**src/rtl/fetch_sequencer.sv**
```systemverilog
// ============================================================================
// fetch_sequencer
//
// Instruction-fetch controller. Owns the program counter, drives the
// combinational-read instruction memory address, and queues fetched words in
// a small in-order buffer that decode drains with a valid/ready handshake.
// Handles redirects from EX, halt requests and out-of-range / misaligned
// fetch faults.
//
// Parameters:
//   RESET_PC   PC loaded on reset
//   MEM_BYTES  instruction memory size in bytes (legal fetch 0..MEM_BYTES-4)
//   DEPTH      buffer entries (power of two, >= 2)
//
// Ports:
//   clk, rst_n         clock, asynchronous active-low reset
//   imem_addr          byte address to instruction memory (== pc_q)
//   imem_instr         instruction word for imem_addr (combinational)
//   if_valid/if_ready  head handshake toward decode
//   if_instr/if_pc     head instruction word and its address
//   redirect_valid/pc  one-cycle branch/jump redirect
//   halt_req           stop fetching once the buffer drains
//   halted             sequencer idle in HALT
//   fetch_fault        sticky out-of-range / misaligned PC fault
//
// Optional feature (macro FETCH_PERF_CNT_EN):
//   perf_fetched       saturating count of pushes
//   perf_stall         saturating count of RUN cycles with a legal PC but
//                      no push and no redirect
// ============================================================================
module fetch_sequencer #(
    parameter logic [31:0] RESET_PC  = 32'h0000_0000,
    parameter int unsigned MEM_BYTES = 16384,
    parameter int unsigned DEPTH     = 2
) (
    input  logic        clk,
    input  logic        rst_n,
    output logic [31:0] imem_addr,
    input  logic [31:0] imem_instr,
    output logic        if_valid,
    input  logic        if_ready,
    output logic [31:0] if_instr,
    output logic [31:0] if_pc,
    input  logic        redirect_valid,
    input  logic [31:0] redirect_pc,
    input  logic        halt_req,
    output logic        halted,
    output logic        fetch_fault
`ifdef FETCH_PERF_CNT_EN
    ,
    output logic [31:0] perf_fetched,
    output logic [31:0] perf_stall
`endif
);

    localparam int unsigned   PW     = (DEPTH > 1) ? $clog2(DEPTH) : 1;
    localparam int unsigned   CW     = $clog2(DEPTH + 1);
    localparam logic [31:0]   PC_MAX = 32'(MEM_BYTES - 4);
    localparam logic [CW-1:0] FULL   = CW'(DEPTH);
    localparam logic [CW-1:0] ONE    = CW'(1);

    typedef enum logic [1:0] {
        S_RUN,
        S_DRAIN,
        S_HALT
    } state_t;

    state_t        state_q;
    logic [31:0]   pc_q;
    logic [31:0]   fifo_pc    [DEPTH];
    logic [31:0]   fifo_instr [DEPTH];
    logic [PW-1:0] rd_q;
    logic [PW-1:0] wr_q;
    logic [CW-1:0] count_q;
    logic [31:0]   last_pc_q;
    logic [31:0]   last_instr_q;

    logic pc_ok;
    logic redir_ok;
    logic pop;
    logic push;
    logic empty;

    assign empty    = (count_q == '0);
    assign pc_ok    = (pc_q[1:0] == 2'b00) && (pc_q <= PC_MAX);
    assign redir_ok = (redirect_pc[1:0] == 2'b00) && (redirect_pc <= PC_MAX);

    // Head is masked during a redirect so a flushed word can never be taken.
    assign if_valid = !empty && !redirect_valid;
    assign pop      = if_valid && if_ready;
    assign push     = (state_q == S_RUN) && !redirect_valid && pc_ok &&
                      ((count_q != FULL) || pop);

    assign imem_addr = pc_q;

    // When empty, present the last head seen (zero after reset).
    assign if_pc    = empty ? last_pc_q    : fifo_pc[rd_q];
    assign if_instr = empty ? last_instr_q : fifo_instr[rd_q];

    // Storage needs no reset: an entry is only read after it was written.
    always_ff @(posedge clk) begin
        if (push) begin
            fifo_pc[wr_q]    <= pc_q;
            fifo_instr[wr_q] <= imem_instr;
        end
    end

    always_ff @(posedge clk or negedge rst_n) begin
        if (!rst_n) begin
            pc_q         <= RESET_PC;
            state_q      <= S_RUN;
            halted       <= 1'b0;
            fetch_fault  <= 1'b0;
            rd_q         <= '0;
            wr_q         <= '0;
            count_q      <= '0;
            last_pc_q    <= '0;
            last_instr_q <= '0;
        end else begin
            if (!empty) begin
                last_pc_q    <= fifo_pc[rd_q];
                last_instr_q <= fifo_instr[rd_q];
            end

            if (redirect_valid) begin
                pc_q    <= redirect_pc;
                rd_q    <= '0;
                wr_q    <= '0;
                count_q <= '0;
                if (redir_ok) begin
                    fetch_fault <= 1'b0;
                    state_q     <= halt_req ? S_DRAIN : S_RUN;
                    halted      <= 1'b0;
                end else begin
                    fetch_fault <= 1'b1;
                    state_q     <= S_HALT;
                    halted      <= 1'b1;
                end
            end else begin
                if (push) begin
                    wr_q <= wr_q + PW'(1);
                    pc_q <= pc_q + 32'd4;
                end
                if (pop) begin
                    rd_q <= rd_q + PW'(1);
                end
                if (push && !pop) begin
                    count_q <= count_q + ONE;
                end else if (pop && !push) begin
                    count_q <= count_q - ONE;
                end

                case (state_q)
                    S_RUN: begin
                        if (!pc_ok) begin
                            fetch_fault <= 1'b1;
                            state_q     <= S_DRAIN;
                        end else if (halt_req) begin
                            state_q <= S_DRAIN;
                        end
                    end
                    S_DRAIN: begin
                        if (empty || (count_q == ONE && pop)) begin
                            state_q <= S_HALT;
                            halted  <= 1'b1;
                        end
                    end
                    default: begin
                    end
                endcase
            end
        end
    end

`ifdef FETCH_PERF_CNT_EN
    logic stall;
    assign stall = (state_q == S_RUN) && pc_ok && !push && !redirect_valid;

    always_ff @(posedge clk or negedge rst_n) begin
        if (!rst_n) begin
            perf_fetched <= '0;
            perf_stall   <= '0;
        end else begin
            if (push && (perf_fetched != '1)) begin
                perf_fetched <= perf_fetched + 32'd1;
            end
            if (stall && (perf_stall != '1)) begin
                perf_stall <= perf_stall + 32'd1;
            end
        end
    end
`endif

endmodule

```
**config.mk**
```make
export PLATFORM = sky130hd
export DESIGN_NAME = fetch_sequencer
export DESIGN_NICKNAME = d
export VERILOG_FILES = /design/src/rtl/fetch_sequencer.sv
export SDC_FILE = /design/constraint.sdc
export NUM_CORES = 1
export LEC_CHECK = 0
export CAP_MARGIN = 20
export CORE_MARGIN = 2
export CORE_UTILIZATION = 40
export CTS_CLUSTER_SIZE = 30
export DETAILED_ROUTE_END_ITERATION = 7
export GPL_TIMING_DRIVEN = 1
export HOLD_SLACK_MARGIN = 0.12
export SETUP_SLACK_MARGIN = 0.3
export SLEW_MARGIN = 30
export SYNTH_ARGS = -nofsm -noshare
export SYNTH_HDL_FRONTEND = slang
export SYNTH_SLANG_ARGS = --single-unit
```
**constraint.sdc**
```tcl
create_clock -name clk -period 11.2 [get_ports clk]
set_clock_uncertainty 0.1 [all_clocks]
set_input_delay 2.8 -clock clk [delete_from_list [all_inputs] [get_ports clk]]
set_output_delay 2.8 -clock clk [all_outputs]
set_load 0.01 [all_outputs]
```
The metal 1 layer:
Drawn at 2 px/um. Supply wires on this layer in grey.
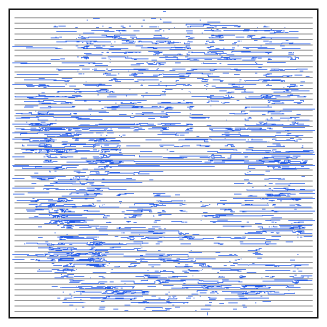
longest straight run = 63.9 um
main direction = horizontal
wire length on this layer = 8630 um
WL final: 19900 um
routed vias: 5448
GRT met1 Usage: 22.5%

The metal 2 layer:
Drawn at 2 px/um. Cells faint in the background.
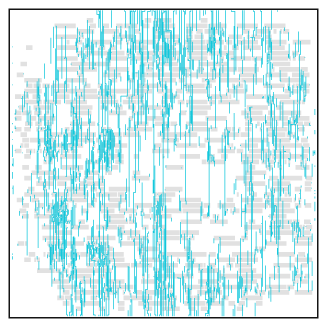
nets with wire on the layer = 727
longest straight run = 62.9 um

M3 wires:
Drawn at 2 px/um.
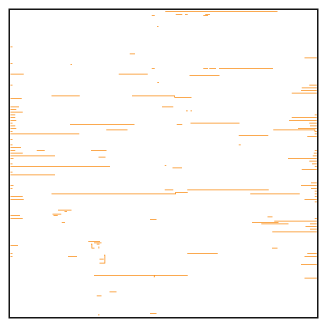
wire length on this layer = 1010 um
share of all routed wire = 5.1%
main direction = horizontal
longest straight run = 61.9 um
nets with wire on the layer = 104

M4 wires:
Drawn at 2 px/um. Supply wires on this layer in grey.
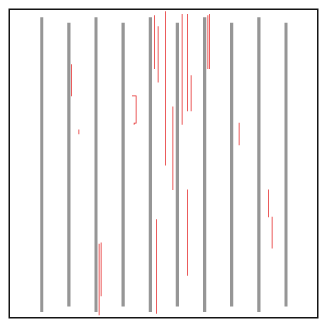
main direction = vertical
nets with wire on the layer = 14

Placement view:
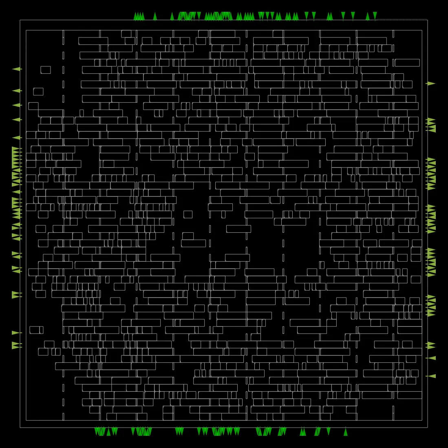
Tapcell Cnt: 280
Fillers: 1851
sequential share of cell area: 55.0%
Core Util, Final: 53.6%
num rows: 54

==> results.sh <==
# yosys + openroad results
export IMPL_outcome="finished clean"
export IMPL_ff_count=232
export IMPL_comb_cell_share_pct=19.9
export IMPL_fp_utilization_pct=40.8
export IMPL_layout_nonclk_buf_share_pct=14.7
export IMPL_synth_nets=679
export IMPL_slew_headroom_pct=46.6
export IMPL_critical_path_class="in2out"
export IMPL_synth_cell_type_count=48
export IMPL_final_cells=1077
export IMPL_clock_sinks=232
export IMPL_ys_flops=232
export IMPL_rrSetupSlack_ns=8.17
export IMPL_critPathRequiredTime_ns=8.30
export IMPL_timing_final_ws_setup_ns=4.28
export IMPL_ys_sh_mux_pct=9.91
export IMPL_layout_drive_gt1_share_pct=10.4
export IMPL_nClkBuffers=40
export IMPL_antenna_cells=0
export IMPL_finalPower_mw=2.51
export IMPL_r2r_start="count_q[1]$_DFFE_PN0P_"
export IMPL_antenna_found_initial=2
export IMPL_placed_area_um2=10900
export IMPL_finalWeightedCongestion=0.770
export IMPL_max_freq_mhz=144
export IMPL_grt_pass1_wl_um=31800
export IMPL_seq_power_mw=1.09
export IMPL_h_tree_depth=1
export IMPL_crit_path_start_kind="primary input"
export IMPL_cts_resized=0
export IMPL_grt_use_total_pct=16.9
export IMPL_power_leakage_nw=4.26
export IMPL_min_from="last_instr_q[31]$_DFF_PN0_"
export IMPL_layout_top_cell="clkdlybuf4s50_1"
export IMPL_n_all_buffers=174
export IMPL_fp_dieH_um=153
export IMPL_synth_edff_count=128
export IMPL_overflow=0
export IMPL_critPathMaxFanout=53
export IMPL_finalCriticalPeriod_ns=6.92
export IMPL_power_switching_mw=0.666
export IMPL_syn_mean_instance_area_um2=14.7
export IMPL_hp_class="reg2reg"
export IMPL_r2r_cells=7
export IMPL_tns_ns=0
export IMPL_startpoint="redirect_valid"
export IMPL_routed_via_density=5.06
export IMPL_drv_slew=0
export IMPL_grt_max_degree=80
export IMPL_pg_comb_mw=0.606
export IMPL_clk_pin_slew_ns=0.06
export IMPL_synth_area_leader_cell="edfxtp_1"
export IMPL_crit_path_end_kind="primary output"
export IMPL_yosys_top_cells_area="edfxtp_1, dfrtp_1, mux2i_1"
export IMPL_power_density_nw_per_um2=214
export IMPL_io_pins=168
export IMPL_hold_buffers=0
export IMPL_power_frac_clock_pct=32.4
export IMPL_largestClassByArea="sequential cells"
export IMPL_cts_buffer_depth=3
export IMPL_cts_buffers=26
export IMPL_antenna_left=0
==> routing by layer <==
| layer | wire [um] | vias to the layer above | GRT usage [%] |
|---|---|---|---|
| met4 | 573 | 2 | 5.99 |
| met1 | 8630 | 2656 | 22.5 |
| li1 | - | 2579 | - |
| met5 | 13 | - | 0 |
| met3 | 1010 | 43 | 3.09 |
| met2 | 9720 | 168 | 27.9 |
==> registers in the layout (all words and copies together), names as in the netlist <==
name / count
fetch_fault: 1
last_instr_q: 32
count_q: 2
state_q: 2
rd_q: 1
fifo_instr: 64
imem_addr: 32
fifo_pc: 64
halted: 1
wr_q: 1
last_pc_q: 32
==> critical path, stage by stage <==
cell and delay, ns:
buf_2 0.07, buf_4 0.51, nor2_1 0.11, clkdlybuf4s50_1 0.51
